### src/rtl/instr_fetch.sv
// Instruction fetch stage: owns the PC, reads imem, issues words to cpu over valid/ready.
// Optional return-stack guard: define RS_GUARD_EN to fault-halt on stack overflow/underflow.
module instr_fetch #(
  parameter int WIDTH_DATA = 16,
  parameter int PC_WIDTH   = 11,
  parameter int RS_DEPTH   = 8
) (
  input  logic                  clk,
  input  logic                  reset,
  input  logic                  run,
  output logic                  imem_en,
  output logic [PC_WIDTH-1:0]   imem_addr,
  input  logic [WIDTH_DATA-1:0] imem_rdata,
  output logic [WIDTH_DATA-1:0] instruction,
  output logic                  instr_valid,
  input  logic                  instr_ready,
  output logic [PC_WIDTH-1:0]   pc,
  output logic                  halted,
  output logic                  fault
);
  localparam int SPW = $clog2(RS_DEPTH) + 1;
  localparam int IW  = SPW - 1;

  localparam logic [4:0] OP_CALL = 5'd20;
  localparam logic [4:0] OP_RET  = 5'd21;
  localparam logic [4:0] OP_JMP  = 5'd22;
  localparam logic [4:0] OP_HALT = 5'd31;

  typedef enum logic [2:0] {IDLE, FETCH, WAIT, ISSUE, HALT} state_t;

  state_t              state, state_nx;
  logic [PC_WIDTH-1:0] fpc, fpc_nx;
  logic [SPW-1:0]      sp, sp_nx, sp_dec;
  logic [PC_WIDTH-1:0] stack [RS_DEPTH];
  logic [4:0]          op;
  logic [PC_WIDTH-1:0] imm, pc_inc, top;
  logic                push, fault_set, ovf, udf;

  assign op     = instruction[WIDTH_DATA-1 -: 5];
  assign imm    = instruction[PC_WIDTH-1:0];
  assign pc_inc = pc + 1'b1;
  assign sp_dec = sp - 1'b1;
  assign top    = stack[sp_dec[IW-1:0]];

`ifdef RS_GUARD_EN
  assign ovf = (sp == SPW'(RS_DEPTH));
  assign udf = (sp == '0);
`else
  // unguarded: index simply wraps mod RS_DEPTH
  assign ovf = 1'b0;
  assign udf = 1'b0;
`endif

  assign imem_addr = fpc;
  assign halted    = (state == HALT);

  always_comb begin
    state_nx    = state;
    fpc_nx      = fpc;
    sp_nx       = sp;
    push        = 1'b0;
    fault_set   = 1'b0;
    imem_en     = 1'b0;
    instr_valid = 1'b0;
    case (state)
      IDLE:  if (run) state_nx = FETCH;
      FETCH: begin
        imem_en  = 1'b1;
        state_nx = WAIT;
      end
      WAIT:  state_nx = ISSUE;
      ISSUE: begin
        instr_valid = 1'b1;
        if (instr_ready) begin
          state_nx = FETCH;
          case (op)
            OP_CALL: begin
              if (ovf) begin
                fault_set = 1'b1;
                state_nx  = HALT;
              end else begin
                push   = 1'b1;
                sp_nx  = sp + 1'b1;
                fpc_nx = imm;
              end
            end
            OP_RET: begin
              if (udf) begin
                fault_set = 1'b1;
                state_nx  = HALT;
              end else begin
                sp_nx  = sp_dec;
                fpc_nx = top;
              end
            end
            OP_JMP:  fpc_nx = imm;
            OP_HALT: state_nx = HALT;
            default: fpc_nx = pc_inc;
          endcase
        end
      end
      HALT:    state_nx = HALT;
      default: state_nx = IDLE;
    endcase
  end

  always_ff @(posedge clk or posedge reset) begin
    if (reset) begin
      state       <= IDLE;
      fpc         <= '0;
      sp          <= '0;
      pc          <= '0;
      instruction <= '0;
      fault       <= 1'b0;
    end else begin
      state <= state_nx;
      fpc   <= fpc_nx;
      sp    <= sp_nx;
      if (state == WAIT) begin
        instruction <= imem_rdata;
        pc          <= fpc;
      end
      if (fault_set) fault <= 1'b1;
    end
  end

  // stack storage needs no reset; sp alone defines what is live
  always_ff @(posedge clk) begin
    if (push) stack[sp[IW-1:0]] <= pc_inc;
  end

endmodule

### config.mk
export PLATFORM = sky130hd
export DESIGN_NAME = instr_fetch
export DESIGN_NICKNAME = d
export VERILOG_FILES = /design/src/rtl/instr_fetch.sv
export SDC_FILE = /design/constraint.sdc
export NUM_CORES = 1
export LEC_CHECK = 0
export ABC_AREA = 1
export CAP_MARGIN = 15
export CORE_MARGIN = 3
export CORE_UTILIZATION = 40
export CTS_BUF_LIST = sky130_fd_sc_hd__clkbuf_8 sky130_fd_sc_hd__clkbuf_16
export DETAILED_ROUTE_END_ITERATION = 7
export GPL_ROUTABILITY_DRIVEN = 0
export PLACE_DENSITY_LB_ADDON = 0.12
export SLEW_MARGIN = 25
export SYNTH_ARGS = -nofsm -noshare
export SYNTH_HDL_FRONTEND = slang
export SYNTH_SLANG_ARGS = --single-unit
### constraint.sdc
create_clock -name clk -period 3.23 [get_ports clk]
set_input_delay 0.646 -clock clk [delete_from_list [all_inputs] [get_ports clk]]
set_output_delay 0.646 -clock clk [all_outputs]
set_load 0.02 [all_outputs]
==> images/final_congestion.png <==
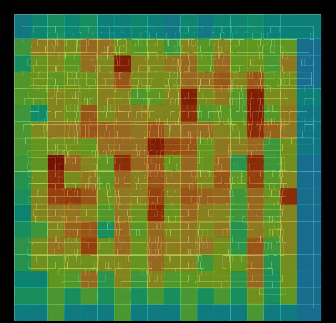
met3 Track Usage GR: 4.85%
Avg WL per Cell: 17.0 microns
Top Usage Layer GRT: met2

==> images/registers.png <==
Bar = 50 microns.
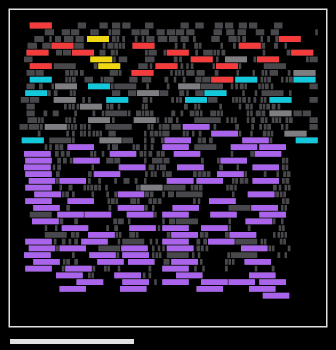
[stack] purple | sequential cells: 88
[pc] cyan | sequential cells: 11
[state] yellow | sequential cells: 3
[instruction] red | sequential cells: 16

==> reports/metrics.yaml <==
reg2reg_from: "sp[1]$_DFFE_PP0P_"
slowest_stage: "clkdlybuf4s50_1"
p_seq_share_pct: 32.7
bufAreaShareNonClock_pct: 9.79
n_all_inverters: 61
nClkBuffers: 17
drt_wl_total_microns: 14700
start_kind: "register"
powerSeq_mw: 2.57
pre_cts_ws_ns: 0.824
postSynth.asyncResetShare_pct: 33.3
cp.depth: 2
dominant_cells: "flip-flops and latches"
cp-startpoint: "state[1]$_DFFE_PP0P_"
die_area_sq_um: 16200
worst-path-buf-inv: 1
worst_pin_slew_ns: 0.887
rrSetupSlack_ns: 1.25
port_buffers: 60
met2_usage_pct: 32.3
ys_sh_aoi_pct: 6.50
htree_levels: 4
comb_cells: 385
ys_ff: 132
slowest_delay_ns: 0.65
critical_path_class: "reg -> out"
period_minus_slack_ns: 2.40
layout-drive-gt1-share_pct: 10.8
slew_headroom_pct: 40.7
fin_cells: 865
tap_cells: 180
grt_pass1_wl_microns: 23300
top_area_cell: "edfxtp_1"
layout_top_cell: "nand2_1"
p_sw_mw: 3.10
rsz0062_at_grt: "no"
fin_crit_sh_pct: 74.4
sh_comb_area_pct: 24.4
clock_path_buffers: 2
clkPwrFrac_pct: 24.9
maxCapViolCount: 0
tns_ns: 0
routed.top_layer: "met4"
logic_family: "simple AND/OR/NAND/NOR gates"
ys_area_sq_um: 5890
cts_buffers: 17
run_status: "finished clean"
syn_inst: 600
yosys.area.top_type_share_pct: 44.9
ys_warn_count: 0
synth.avg_cell_area_sq_um: 9.81
initialDrtViolationCount: 276
pg_comb_mw: 3.32
p_leak_nw: 3.07
reg2reg_depth: 9
wl_met1_microns: 6100
drtAntennaViolNets: 0
grtUsageTotal_pct: 19.3
io_pins: 62
grt.overflow.total: 0
grt_pass1_vias: 4372
initCoreUtil_pct: 41.6
place_inst: 833
cp.required_ns: 2.58
fin_area_sq_um: 7290
synth_seq_share_pct: 63.6
die_w_microns: 127
flop_cell: "edfxtp_1"
fmax_ghz: 0.416
path_cells: "nor3_1 > clkdlybuf4s50_1"
fin_skew_ns: 0.00739
grt_antenna_before_repair: 0
num-fill-cells: 1320
hold_path_class: "in -> async"
clk_share_pct: 8.22
p_per_area_nw_per_um2: 1080
met3WireLength_microns: 761
final-comb-area_sq_um: 1780
hold_viol: 0
post_cts_buffers: 0
area_leaders: "edfxtp_1 (45%), dfrtp_1 (19%), nand2_1 (9.2%)"
diodes: 0
dr.pass1.iters: 6
ir_drop_uv: 709
ys_sh_mux_pct: 2.10
log.warning_count: 27
fin_nets: 695
path_delay_family: "buffers and inverters"
yosys.area_share.xor_xnor_pct: 0.595
rr_endpoint: "imem_addr[8]$_DFFE_PP0P_"
dp_hpwl_microns: 10300
pwr-share-comb_pct: 42.4
vias_per_cell: 4.98
power-top-group: "combinational logic"
ys_top_cells_by_count: "nand2_1 (144), nor2_1 (103), edfxtp_1 (88)"
netlist_area_sq_um: 5890
postCtsResizedCells: 0
synth_top_cell_by_count: "nand2_1"
dieHeight_microns: 127
tritoncts: "yes"
use_met1_pct: 24.3
largest_register_ff_count: 88
ff_count: 132
cts_hold_buf: 0
dr_total_vias: 4305
root_buffer: "clkbuf_16"
clk_pin_slew_ns: 0.06
cp-end-kind: "output pin"
cp_data_arrival_time_ns: 1.76
row_count: 43
setup_viol: 0
timing.final.ws_setup_ns: 0.826
p_sw_share_pct: 39.5
synth_adder_area_share_pct: 0.637
critPathCapture: "imem_en"
report.final.slew_viol_count: 0
timing.hold.ws_ns: 0.442
synth-edff-count: 88
yosys_cells: 600
flop_area_sq_um: 3740
grt_max_degree: 56
place_area_sq_um: 6690
ys_sh_simple_pct: 20.3
syn_nets: 623
dr_wl_met2_microns: 7570
==> images/cell_classes.png <==
Bar = 50 microns.
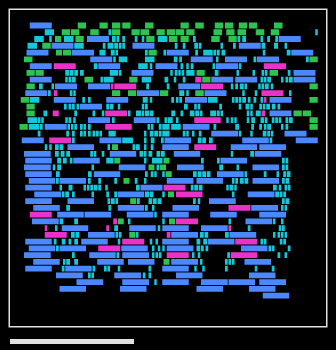
[all other logic] cyan | cells: 446 | share of their area: 28%
[other buffers and delay cells] green | cells: 75 | share of their area: 10%
[flip-flops] blue | cells: 132 | share of their area: 53%
[clock drivers and dummy loads] magenta | cells: 32 | share of their area: 8.5%
core area: 14100 sq um
Seq area share: 51.4%
final core utilization: 51.5%

==> images/clock_map.png <==
Bar = 50 microns.
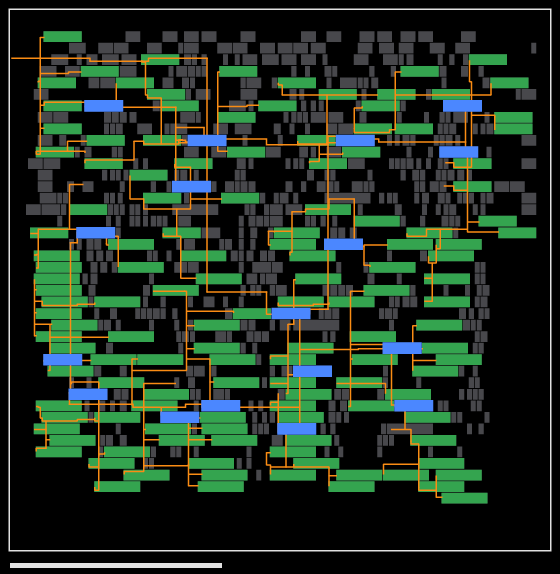
[flip-flops] green | count: 132
[cells driving clock nets] blue | count: 17
[clock wires] orange | length: 1660 microns
routed clock nets: 18
flops lie: spread over the die
Power Clock: 1.95 mW
clk latency late pin: 0.42 ns

Power and IR drop assume default switching activity.
